## src/rtl/cgra_fu_pkg.sv

```systemverilog
`default_nettype none
// ============================================================================
// Module      : cgra_fu_pkg
// Description : Shared types for the adder functional unit and its result
//               collector: lane modes, the result entry, collector FSM states
//               and small helpers for carry formatting and lane chaining.
// Revision    : 1.0 - initial release
// ============================================================================
package cgra_fu_pkg;

    localparam int FU_LANE_WIDTH = 16;
    localparam int FU_LANES      = 4;

    typedef enum logic [1:0] {
        MODE_4X16 = 2'd0,
        MODE_2X32 = 2'd1,
        MODE_1X64 = 2'd3
    } fu_mode_e;

    typedef struct packed {
        logic [FU_LANES*FU_LANE_WIDTH-1:0] data;
        logic [FU_LANES-1:0]               carry;
        logic [1:0]                        mode;
    } fu_result_t;

    typedef enum logic [0:0] {
        ST_IDLE    = 1'b0,
        ST_COLLECT = 1'b1
    } collect_state_e;

    // Only the carry out of the top lane of each chain is meaningful.
    function automatic logic [3:0] fmt_carry(input logic [1:0] mode, input logic [3:0] c);
        case (mode)
            2'd1:    return {2'b00, c[3], c[1]};
            2'd3:    return {3'b000, c[3]};
            default: return c;
        endcase
    endfunction

    // Lanes whose ack must follow the ack of the lane just below them.
    function automatic logic [3:0] chain_mask(input logic [1:0] mode);
        case (mode)
            2'd1:    return 4'b1010;
            2'd3:    return 4'b1110;
            default: return 4'b0000;
        endcase
    endfunction

endpackage
`default_nettype wire

```

## src/rtl/fu_result_fifo.sv

```systemverilog
`default_nettype none
// ============================================================================
// Module      : fu_result_fifo
// Description : Synchronous FIFO of fu_result_t entries with full/empty flags.
//               Storage is reset to zero so the head reads zero after reset.
//               Push is accepted on a full FIFO when a pop occurs that cycle.
// Revision    : 1.0 - initial release
// ============================================================================
module fu_result_fifo
    import cgra_fu_pkg::*;
#(
    parameter int DEPTH = 4
) (
    input  logic       clk,
    input  logic       reset,
    input  logic       i_push,
    input  fu_result_t i_wr_entry,
    input  logic       i_pop,
    output fu_result_t o_head,
    output logic       o_full,
    output logic       o_empty
);

    localparam int c_AW = (DEPTH > 1) ? $clog2(DEPTH) : 1;
    localparam logic [c_AW:0] c_FULL_CNT = (c_AW+1)'(DEPTH);

    fu_result_t      r_mem [DEPTH];
    logic [c_AW-1:0] r_wr_ptr;
    logic [c_AW-1:0] r_rd_ptr;
    logic [c_AW:0]   r_count;

    assign o_full  = (r_count == c_FULL_CNT);
    assign o_empty = (r_count == '0);
    assign o_head  = r_mem[r_rd_ptr];

    // Storage, pointers and occupancy; pointers wrap naturally (DEPTH is 2^n).
    always_ff @(posedge clk) begin
        if (reset) begin
            for (int i = 0; i < DEPTH; i++) begin
                r_mem[i] <= '0;
            end
            r_wr_ptr <= '0;
            r_rd_ptr <= '0;
            r_count  <= '0;
        end else begin
            if (i_push) begin
                r_mem[r_wr_ptr] <= i_wr_entry;
                r_wr_ptr        <= r_wr_ptr + 1'b1;
            end
            if (i_pop) begin
                r_rd_ptr <= r_rd_ptr + 1'b1;
            end
            case ({i_push, i_pop})
                2'b10:   r_count <= r_count + 1'b1;
                2'b01:   r_count <= r_count - 1'b1;
                default: r_count <= r_count;
            endcase
        end
    end

endmodule
`default_nettype wire

```

## src/rtl/fu_result_collector.sv

```systemverilog
`default_nettype none
// ============================================================================
// Module      : fu_result_collector
// Description : Gathers per-lane sums/carries/acks from the adder FU, groups
//               them by lane mode (4x16, 2x32, 1x64) and pushes one packed
//               result per completed operation into a small FIFO. Raises
//               stall while it cannot take a new operation and flags a sticky
//               cfg_err on protocol or configuration violations.
//               Optional: FU_COLLECT_STATS_EN adds a saturating stat_count of
//               pushed entries.
// Revision    : 1.0 - initial release
// ============================================================================
module fu_result_collector
    import cgra_fu_pkg::*;
#(
    parameter int WIDTH = FU_LANE_WIDTH,   // must match the package lane width
    parameter int DEPTH = 4
) (
    input  logic               clk,
    input  logic               reset,
    input  logic [1:0]         cfg,
    input  logic [4*WIDTH-1:0] lane_data,
    input  logic [3:0]         lane_carry,
    input  logic [3:0]         lane_ack,
    output logic [4*WIDTH-1:0] res_data,
    output logic [3:0]         res_carry,
    output logic [1:0]         res_mode,
    output logic               res_valid,
    input  logic               res_ready,
    output logic               stall,
    output logic               cfg_err
`ifdef FU_COLLECT_STATS_EN
    ,
    output logic [15:0]        stat_count
`endif
);

    collect_state_e     r_state;
    collect_state_e     w_state_nxt;
    logic [1:0]         r_mode;
    logic [3:0]         r_got;
    logic [4*WIDTH-1:0] r_stage_data;
    logic [3:0]         r_stage_carry;
    logic               r_cfg_err;

    logic               w_fifo_full;
    logic               w_fifo_empty;
    fu_result_t         w_head;
    fu_result_t         w_entry;
    logic               w_pop;
    logic               w_push;
    logic               w_stall;
    logic               w_accept;
    logic               w_err_set;
    logic [1:0]         w_mode_eff;
    logic [3:0]         w_new;
    logic [3:0]         w_got_eff;
    logic [4*WIDTH-1:0] w_stage_data_nxt;
    logic [3:0]         w_stage_carry_nxt;

    assign w_pop   = !w_fifo_empty && res_ready;
    // A fully collected but unpushed staging register also blocks new work.
    assign w_stall = w_fifo_full || (r_got == 4'hF);

    // Newly acked lanes overwrite staging; already-collected lanes keep data.
    for (genvar i = 0; i < 4; i++) begin : g_lane
        assign w_stage_data_nxt[i*WIDTH +: WIDTH] =
            w_new[i] ? lane_data[i*WIDTH +: WIDTH] : r_stage_data[i*WIDTH +: WIDTH];
        assign w_stage_carry_nxt[i] = w_new[i] ? lane_carry[i] : r_stage_carry[i];
    end

    // Next state, ack acceptance, error detection and push decision.
    always_comb begin
        w_state_nxt = r_state;
        w_accept    = 1'b0;
        w_err_set   = 1'b0;
        w_mode_eff  = r_mode;
        case (r_state)
            ST_IDLE: begin
                w_mode_eff = cfg;
                if (|lane_ack) begin
                    if (w_stall || cfg == 2'd2) w_err_set = 1'b1;
                    else                        w_accept  = 1'b1;
                end
            end
            ST_COLLECT: begin
                if (|lane_ack) begin
                    if (w_stall) w_err_set = 1'b1;
                    else         w_accept  = 1'b1;
                end
            end
            default: w_state_nxt = ST_IDLE;
        endcase

        w_new     = w_accept ? (lane_ack & ~r_got) : 4'b0000;
        w_got_eff = r_got | w_new;

        // An upper chained lane arriving before its lower neighbour.
        if (|(w_new & chain_mask(w_mode_eff) & ~{w_got_eff[2:0], 1'b1})) begin
            w_err_set = 1'b1;
        end

        w_push = (w_got_eff == 4'hF) && (!w_fifo_full || w_pop);

        if (w_push)               w_state_nxt = ST_IDLE;
        else if (w_got_eff != '0) w_state_nxt = ST_COLLECT;
    end

    assign w_entry.data  = w_stage_data_nxt;
    assign w_entry.carry = fmt_carry(w_mode_eff, w_stage_carry_nxt);
    assign w_entry.mode  = w_mode_eff;

    // FSM state register.
    always_ff @(posedge clk) begin
        if (reset) r_state <= ST_IDLE;
        else       r_state <= w_state_nxt;
    end

    // Staging register, collected-lane mask, captured mode and sticky error.
    always_ff @(posedge clk) begin
        if (reset) begin
            r_mode        <= 2'd0;
            r_got         <= 4'b0000;
            r_stage_data  <= '0;
            r_stage_carry <= 4'b0000;
            r_cfg_err     <= 1'b0;
        end else begin
            r_stage_data  <= w_stage_data_nxt;
            r_stage_carry <= w_stage_carry_nxt;
            r_got         <= w_push ? 4'b0000 : w_got_eff;
            if (r_state == ST_IDLE && w_accept) r_mode <= cfg;
            r_cfg_err     <= r_cfg_err | w_err_set;
        end
    end

    fu_result_fifo #(
        .DEPTH (DEPTH)
    ) u_fifo (
        .clk        (clk),
        .reset      (reset),
        .i_push     (w_push),
        .i_wr_entry (w_entry),
        .i_pop      (w_pop),
        .o_head     (w_head),
        .o_full     (w_fifo_full),
        .o_empty    (w_fifo_empty)
    );

    assign res_valid = !w_fifo_empty;
    assign res_data  = w_head.data;
    assign res_carry = w_head.carry;
    assign res_mode  = w_head.mode;
    assign stall     = w_stall;
    assign cfg_err   = r_cfg_err;

`ifdef FU_COLLECT_STATS_EN
    logic [15:0] r_stat_count;

    // Saturating count of pushed entries.
    always_ff @(posedge clk) begin
        if (reset)                                  r_stat_count <= 16'd0;
        else if (w_push && r_stat_count != 16'hFFFF) r_stat_count <= r_stat_count + 16'd1;
    end

    assign stat_count = r_stat_count;
`endif

endmodule
`default_nettype wire

```

## config.mk

```make
export PLATFORM = sky130hd
export DESIGN_NAME = fu_result_collector
export DESIGN_NICKNAME = d
export VERILOG_FILES = /design/src/rtl/cgra_fu_pkg.sv /design/src/rtl/fu_result_fifo.sv /design/src/rtl/fu_result_collector.sv
export SDC_FILE = /design/constraint.sdc
export NUM_CORES = 1
export LEC_CHECK = 0
export ABC_AREA = 1
export ABC_CLOCK_PERIOD_IN_PS = 4000
export CAP_MARGIN = 20
export CELL_PAD_IN_SITES_DETAIL_PLACEMENT = 1
export CELL_PAD_IN_SITES_GLOBAL_PLACEMENT = 2
export CORE_UTILIZATION = 25
export CTS_BUF_LIST = sky130_fd_sc_hd__clkbuf_4 sky130_fd_sc_hd__clkbuf_8
export DETAILED_ROUTE_END_ITERATION = 10
export PLACE_DENSITY_LB_ADDON = 0.25
export SYNTH_ARGS = -nofsm -noshare
export SYNTH_HDL_FRONTEND = slang
export SYNTH_SLANG_ARGS = --single-unit
```

## constraint.sdc

```tcl
create_clock -name clk -period 4 [get_ports clk]
set_input_delay 0.8 -clock clk [delete_from_list [all_inputs] [get_ports clk]]
set_output_delay 0.8 -clock clk [all_outputs]
set_load 0.02 [all_outputs]
```

==> Changelog: implementation <==
## Implementation

- Cells after synthesis: 1513
- Final period utilization: 0.947
- Cell family with the largest share of critical-path delay: buffers and inverters
- Num Clock Sinks: 365
- Setup slack at placement: 0.314 ns
- Synth Area per Inst: 9.96 um^2
- Clk_skew: 0.0165 ns
- Normalized max-slew margin: 0.568
- Startpoint Class: register
- Init Core Util: 0.254
- Post_cts resized: 0
- CTS tree: done
- Register Area: 10100 um^2
- Status: finished, violations left
- Required time of the critical path: 3.20 ns
- Final HPWL DP: 27.4 mm
- Finished layout cell area: 19000 um^2
- Yosys warning total: 0
- Die Footprint: 61300 um^2
- Met1 Track Usage GR: 0.205
- Sequential share of cell area: 0.533
- Leading cell kind: flip-flops and latches
- Global route hottest layer: met2
- Final Core Density: 0.320
- FFs & Latches: 365
- Wire length on met2: 22.9 mm
- Failing checks: design-rule violations
- Final clock-cell share: 0.0703
- Finished Layout Cells: 2503
- Die Width: 248 um
- Initial DRC Count: 567
- H-tree depth: 3
- DRC: 9
- Post-CTS setup buffer count: 0
- FMAX: 264 MHz
- Synth flops: 365
- Pwr/cell area: 578 nW/um^2
- Final WS setup: 0.213 ns
- Root buffer cell: clkbuf_8
- Largest net degree at the start of global routing: 141
- Global-route usage over all layers: 0.158
- Min Hold Slack: 0.460 ns
- Worst min-delay path class: register to register
-- tightest hold or removal path, stage by stage (launching register included) --
cell     delay, ns
dfxtp_1       0.29
inv_1         0.06
a21oi_1       0.06
-- state kept, by name, indices dropped and copies added, names as in the netlist, named ones only --
| name | count |
|---|---|
| u_fifo.r_rd_ptr | 2 |
| u_fifo.r_mem | 280 |
| r_stage_data | 64 |
| u_fifo.r_count | 3 |
| u_fifo.r_wr_ptr | 2 |
| cfg_err | 1 |
| r_got | 4 |
| r_state | 1 |
| r_stage_carry | 4 |
| r_mode | 2 |
-- cell families after synthesis --
| kind of cell | share of synthesized area |
|---|---|
| AOI/OAI and AO/OA | 0.106 |
| and+or+nand+nor | 0.165 |
| buffers and inverters | 0.0563 |
| DFF | 0.671 |
| adders and majority gates | 0.00216 |
-- final timing paths --
kind	startpoint	end	depth (start not counted)
hold / removal	r_mode[0]	r_mode[0]	2
setup reg to reg	r_state	u_fifo.r_mem[2][5]	11
hold reg to reg	r_mode[0]	r_mode[0]	2
setup / recovery	register	res_mode[0]	4
-- report_power, final --
part / leakage, nW / switching [mW] / internal [mW] / total (mW)
sequential: 3.60 / 0.0946 / 4.33 / 4.43
combinational: 2.99 / 1.92 / 1.08 / 2.99
clock: 0.718 / 1.54 / 2.01 / 3.56
total: 7.30 / 3.55 / 7.42 / 11.0
-- cells in the mapped netlist (all sizes together) --
cell type    n  area share
o211ai       1     0.00050
a21o         1     0.00050
nand3       38       0.014
inv        118       0.029
nor3         3      0.0010
ha           1     0.00083
nand4        2      0.0017
clkinv       2     0.00050
a21oi       26      0.0086
o21ai      200       0.067
buf         23      0.0087
clkbuf      71       0.018
dfxtp       85        0.11
nand3b       1     0.00050
nand2      119       0.030
edfxtp     280        0.56
fa           1      0.0013
o22ai       70       0.029
a31oi        1     0.00042
nor2       470        0.12
met3.png
The bar under the picture is 50 um long.
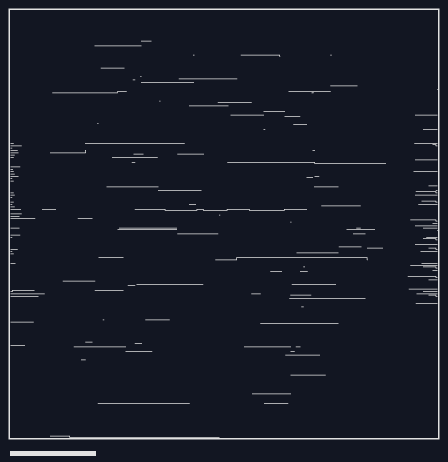
main direction: horizontal
nets with wire on the layer: 100
met3 usage: 0.0282
via count: 11200
routed wire length: 47.5 mm

met2.png
Cells faint in the background.
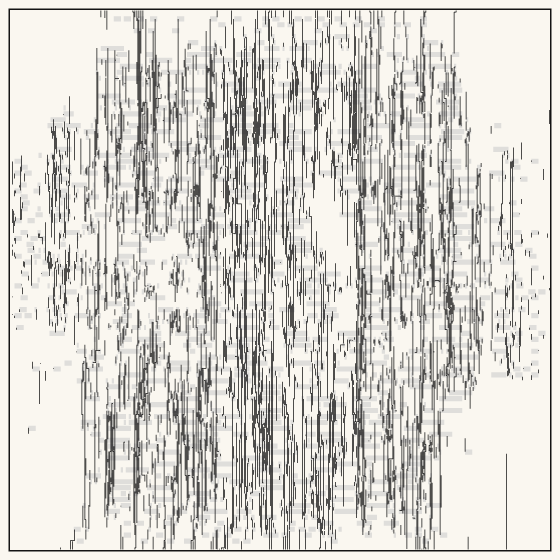
main direction: vertical
wire length on this layer: 22.9 mm

Power and IR drop assume default switching activity.
